--- src/rtl/combi_hazard_ctrl.sv ---
// Hazard and ISA-mode controller for the combined ARM/RISC-V five-stage core.
// Resolves forwarding, load-use stalls, redirects and the drain before an ISA switch.

module combi_hazard_fwd #(
  parameter int REGW = 5
) (
  input  logic [REGW-1:0] i_rs,
  input  logic [REGW-1:0] i_rd_m,
  input  logic [REGW-1:0] i_rd_w,
  input  logic            i_we_m,
  input  logic            i_we_w,
  input  logic            i_arm,
  output logic [1:0]      o_fwd
);
  logic w_hit_m, w_hit_w;

  // r0 is hardwired zero in RISC-V but a real register in ARM
  assign w_hit_m = i_we_m && (i_rd_m == i_rs) && (i_arm || (i_rd_m != '0));
  assign w_hit_w = i_we_w && (i_rd_w == i_rs) && (i_arm || (i_rd_w != '0));

  always_comb begin
    o_fwd = 2'b00;
    if (w_hit_m)      o_fwd = 2'b10;
    else if (w_hit_w) o_fwd = 2'b01;
  end
endmodule

module combi_hazard_ctrl #(
  parameter int REGW         = 5,
  parameter int DRAIN_CYCLES = 3,
  parameter bit RESET_ARM    = 1'b0
) (
  input  logic            clk,
  input  logic            reset,
  input  logic            armD,
  input  logic            armE,
  input  logic [REGW-1:0] Rs1D,
  input  logic [REGW-1:0] Rs2D,
  input  logic [REGW-1:0] Rs1E,
  input  logic [REGW-1:0] Rs2E,
  input  logic [REGW-1:0] RdE,
  input  logic [REGW-1:0] RdM,
  input  logic [REGW-1:0] RdW,
  input  logic            ResultSrcE0,
  input  logic            RegWriteM,
  input  logic            RegWriteW,
  input  logic            PCSrcE,
  output logic            armIn,
  output logic            wasNotFlushed,
  output logic            StallF,
  output logic            StallD,
  output logic            FlushD,
  output logic            FlushE,
  output logic [1:0]      ForwardAE,
  output logic [1:0]      ForwardBE,
  output logic            switching
);
  localparam logic [0:0] S_RUN   = 1'b0;
  localparam logic [0:0] S_DRAIN = 1'b1;
  localparam logic [3:0] CNT_INIT = 4'(DRAIN_CYCLES - 1);

  logic [0:0] r_state, w_state_nxt;
  logic [3:0] r_cnt, w_cnt_nxt;
  logic       r_mode, w_mode_nxt;
  logic       r_wnf, w_wnf_nxt;
  logic       w_stall, w_flush_d, w_flush_e;
  logic       w_lw_stall, w_mode_change;

  logic [1:0][REGW-1:0] w_rs_e;
  logic [1:0][1:0]      w_fwd;

  assign w_rs_e = {Rs2E, Rs1E};

  genvar g;
  generate
    for (g = 0; g < 2; g++) begin : g_fwd
      combi_hazard_fwd #(.REGW(REGW)) u_fwd (
        .i_rs   (w_rs_e[g]),
        .i_rd_m (RdM),
        .i_rd_w (RdW),
        .i_we_m (RegWriteM),
        .i_we_w (RegWriteW),
        .i_arm  (armE),
        .o_fwd  (w_fwd[g])
      );
    end
  endgenerate

  // Bubbles in D are qualified out so a flushed slot never stalls or switches mode
  assign w_lw_stall    = ResultSrcE0 && ((RdE == Rs1D) || (RdE == Rs2D)) && r_wnf;
  assign w_mode_change = r_wnf && (armD != r_mode);

  always_comb begin
    w_state_nxt = r_state;
    w_cnt_nxt   = r_cnt;
    w_mode_nxt  = r_mode;
    w_stall     = 1'b0;
    w_flush_d   = 1'b0;
    w_flush_e   = 1'b0;
    case (r_state)
      S_RUN: begin
        if (PCSrcE) begin
          w_flush_d = 1'b1;
          w_flush_e = 1'b1;
        end else if (w_lw_stall) begin
          w_stall   = 1'b1;
          w_flush_e = 1'b1;
        end else if (w_mode_change) begin
          w_stall     = 1'b1;
          w_flush_e   = 1'b1;
          w_state_nxt = S_DRAIN;
          w_cnt_nxt   = CNT_INIT;
        end
      end
      S_DRAIN: begin
        if (PCSrcE) begin
          // redirect kills the switching instruction; mode stays as it was
          w_flush_d   = 1'b1;
          w_flush_e   = 1'b1;
          w_state_nxt = S_RUN;
        end else begin
          w_stall   = 1'b1;
          w_flush_e = 1'b1;
          if (r_cnt == 4'd0) begin
            w_mode_nxt  = armD;
            w_state_nxt = S_RUN;
          end else begin
            w_cnt_nxt = r_cnt - 4'd1;
          end
        end
      end
      default: w_state_nxt = S_RUN;
    endcase
  end

  always_comb begin
    w_wnf_nxt = 1'b1;
    if (w_flush_d)    w_wnf_nxt = 1'b0;
    else if (w_stall) w_wnf_nxt = r_wnf;
  end

  always_ff @(posedge clk or negedge reset) begin
    if (!reset) begin
      r_state <= S_RUN;
      r_cnt   <= 4'd0;
      r_mode  <= RESET_ARM;
      r_wnf   <= 1'b0;
    end else begin
      r_state <= w_state_nxt;
      r_cnt   <= w_cnt_nxt;
      r_mode  <= w_mode_nxt;
      r_wnf   <= w_wnf_nxt;
    end
  end

  // While reset is held the pipeline registers are forced to bubbles
  assign armIn         = r_mode;
  assign wasNotFlushed = r_wnf;
  assign StallF        = reset & w_stall;
  assign StallD        = reset & w_stall;
  assign FlushD        = ~reset | w_flush_d;
  assign FlushE        = ~reset | w_flush_e;
  assign ForwardAE     = reset ? w_fwd[0] : 2'b00;
  assign ForwardBE     = reset ? w_fwd[1] : 2'b00;
  assign switching     = reset & (r_state == S_DRAIN);
endmodule

--- config.mk ---
export PLATFORM = sky130hd
export DESIGN_NAME = combi_hazard_ctrl
export DESIGN_NICKNAME = d
export VERILOG_FILES = /design/src/rtl/combi_hazard_ctrl.sv
export SDC_FILE = /design/constraint.sdc
export NUM_CORES = 1
export LEC_CHECK = 0
export CAP_MARGIN = 20
export CORE_UTILIZATION = 37
export DETAILED_ROUTE_END_ITERATION = 10
export GPL_ROUTABILITY_DRIVEN = 0
export PLACE_DENSITY = 0.8
export SLEW_MARGIN = 15
export SYNTH_ARGS = -nofsm -noshare
export SYNTH_HDL_FRONTEND = slang
export SYNTH_SLANG_ARGS = --single-unit
--- constraint.sdc ---
create_clock -name clk -period 2.1 [get_ports clk]
set_input_delay 0.42 -clock clk [delete_from_list [all_inputs] [get_ports clk]]
set_output_delay 0.42 -clock clk [all_outputs]
set_load 0.02 [all_outputs]
### The metal 1 layer

Supply wires on this layer in grey.
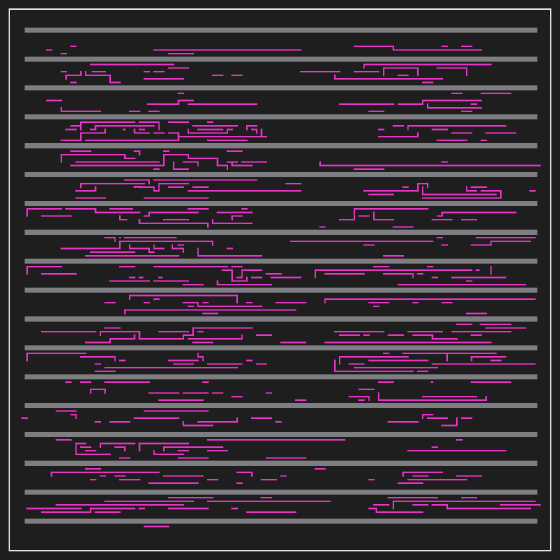
nets with wire on the layer = 189
wire length on this layer = 1150 um
share of all routed wire = 35%

### PDN straps and rails

Pins as bars on the die edge.
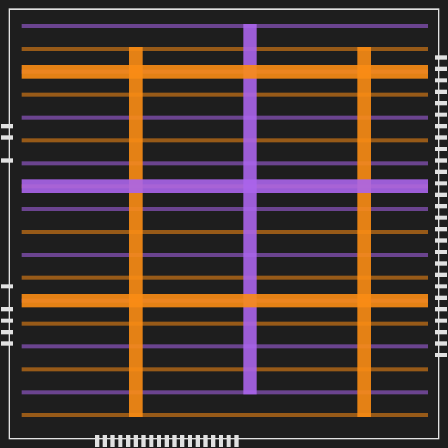
VDD -> purple
VSS -> orange
signal pins = 54
met5 straps = 3
core area: 2233 um2
die width: 50.86 um

==> flow_summary.ini <==
; yosys + openroad results
[placement]
dp.cells = 207
port_buffers = 53
pre_cts_ws_ps = -927.9
placed_cell_area_um2 = 1642
dp_hpwl_um = 2687

[detailed_routing]
drt-initial-drc-count = 9
dr_wl_met2_um = 1776
wl_um = 3265
ant_nets = 0
vias = 1121
via_per_inst = 5.288
wl_met1_um = 1147
route.detailed.drc = 0
wire_per_inst_um = 15.40
first_pass_iters = 4
wl_met3_um = 280
top_layer = met4

[clock_network]
clkSinkCount = 7
ctsRootBufferMaster = clkbuf_4
clock_path_buffers = 2
cts_tree = yes
hold_buffers = 0
cts-buffers-inserted = 3
htree_levels = 1
cts.reportedPaths.clkPinSlew_ps = 50

[final_layout]
drive_gt1_share_pct = 38.04
utilization_pct = 75.97
layout_top_cells = 26 x buf_4, 23 x xor2_1, 18 x dlygate4sd2_1
finalInstanceArea_um2 = 1697
area_delta_synth_final_pct = 92.07
layout_top_cell = buf_4
n_antenna_cell = 0
final_net_count = 230
finalNonFillerCells = 212

[floorplan]
rows = 17
die_area_um2 = 2587
ios = 54
initCoreUtil_pct = 39.55

[logic_synthesis]
ys_sh_aoi_pct = 16.57
synth_area_per_cell_um2 = 8.576
yosysTopAreaCell = xor2_1
postSynthSeqShare_pct = 19.83
yosys_area_um2 = 883.3
synth_cell_types = 36
syn_inst = 103
synthesis.nets = 148
yosysWarnings = 0
numSynthFlops = 7
simple_gate_share_pct = 25.50
mux_share_pct = 1.133
logic_family = XOR/XNOR gates
adder_share_pct = 2.833
yosysCellCount = 103
synthesis.area_um2 = 883.3
yosysTopAreaCellShare_pct = 22.80
topCellsByArea = xor2_1 23%, dfrtp_1 20%, xnor2_1 7.9%
ys_sh_xor_pct = 30.74

[global_route]
grt_pass1_wl_um = 5340
grt_pass1_vias = 1177
grt_usage_pct = 27.75
grt-ovfl-total = 0
grt_max_degree = 13
antenna_found_initial = 0

[job]
drv_cap = 0
stage_log_warnings = 29

[timing]
fin_crit_ps = 2189
setup_slack_ps = -89.15
tightest_slew_ps = 487.8
slew_viol_final = 0
finalSetupTns_ps = -240.0
setup_viol = 4
timing.final.crit_share_pct = 104.2
slew_headroom_pct = 67.48
rsz0062_at_grt = yes
whs_ps = 241.7
hold_viol = 0
fmax_ghz = 0.4568

[critical_path]
r2r_end = r_cnt[2]$_DFFE_PN0P_
cp.depth = 6
startpoint = RdW[0]
r2r_start = r_cnt[0]$_DFFE_PN0P_
critical-path-slowest-cell = or4_4
cp.arrival_ps = 1770
cp.required_ps = 1680
crit_end = ForwardAE[0]
reg2regPathDepth = 6
crit_buf_inv = 3
cp_slowest_stage_delay_ps = 550
crit_family = simple AND/OR/NAND/NOR gates
start_kind = input port
ff2ff_setup_slack_ps = 460
path_cells = buf_6 -> buf_6 -> xor2_1 -> or4_4 -> nor4_4 -> buf_4
worstPathMaxFanout = 2
end_kind = output pin
path_class = input port to output pin
crit_top_cell = buf_6

[power_and_ir_drop]
power_mw = 0.8610
ir_drop_mv = 0.5889
p_sw_mw = 0.3502
power_frac_comb_pct = 60.3
clock_power_share_pct = 14.5
p_int_mw = 0.5109
switching_share_pct = 40.67
power_density_nw_per_um2 = 507.5
p_leak_nw = 0.7824
p_seq_share_pct = 25.2

[min_path]
min_path_type = input port to asynchronous set/reset pin

[status]
outcome = finished, violations left
violations = setup timing
### Logic cells by family

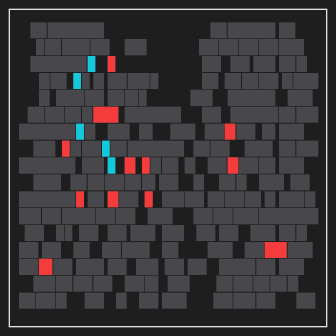
inv cells -> cyan  # cells 5
nand cells -> red  # cells 12

### The clock network

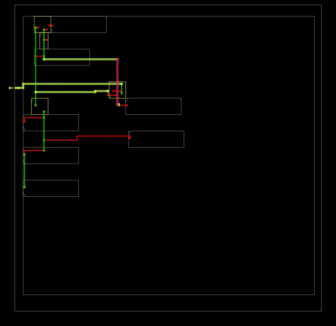
final-layout clock buffer total: 4
Final Skew: 0.5209 ps
Clk Latency, worst-skew pair: 250 ps

-- power groups by stage --
stage,logic (mW),registers [mW],clock network [mW]
6_report,0.519,0.217,0.125
5_1_grt,0.569,0.223,0.138
4_1_cts,0.520,0.216,0.129
3_5_place_dp,0.514,0.218,0
3_3_place_gp,0.490,0.216,0
2_1_floorplan,0.255,0.223,0
-- metal layers --
layer / vias up / global-route usage, %
met5: - / 0
met4: 0 / 7.407
met3: 6 / 8.333
met2: 47 / 55.11
met1: 528 / 27.34
li1: 540 / -
-- area by class of cell --
type | count | area (um2)
clock buffer | 4 | 26.28
fill | 164 | 536.8
inverter | 5 | 18.77
multi-input combinational | 89 | 769.5
sequential | 7 | 175.2
tap | 28 | 35.03
timing repair buffer | 79 | 671.9
-- Yosys cell counts --
cell	count
xor2_1	23
xnor2_1	8
dfrtp_1	7
nand2_1	6
nor2_1	6
nand3_1	5
inv_1	4
nor3_1	4
a21oi_1	3
nor4_1	3
a221oi_1	2
and2_1	2
and4_1	2
ha_1	2
nor4_2	2
o21ai_0	2
o311ai_1	2
or4_1	2
a21o_1	1
a221o_1	1
a22oi_1	1
a311o_1	1
a31oi_1	1
and2_2	1
buf_4	1
clkbuf_1	1
inv_2	1
mux2i_1	1
nand4bb_1	1
nor4bb_1	1
o21a_1	1
o31a_1	1
o31ai_1	1
o31ai_4	1
or3_1	1
or4_4	1
-- repair_timing --
item                       CTS  global route
buffers inserted             1             0
setup endpoints to repair    9             7
pin swaps                   27             6
resized                    131             8
-- logic make-up after synthesis --
logic type | Yosys count
xor gates and xnor gates | 31
adders and majority gates | 2
muxes | 1
and+or+nand+nor | 37
AOI/OAI and AO/OA | 18
buffers and inverters | 7
DFF | 7
-- flip-flops by register name, summed over array words and instances, names as in the netlist --
register and count:
armIn 1, r_cnt 4, r_state 1, wasNotFlushed 1
No activity file was given, so power comes from the tool's default toggle rates.
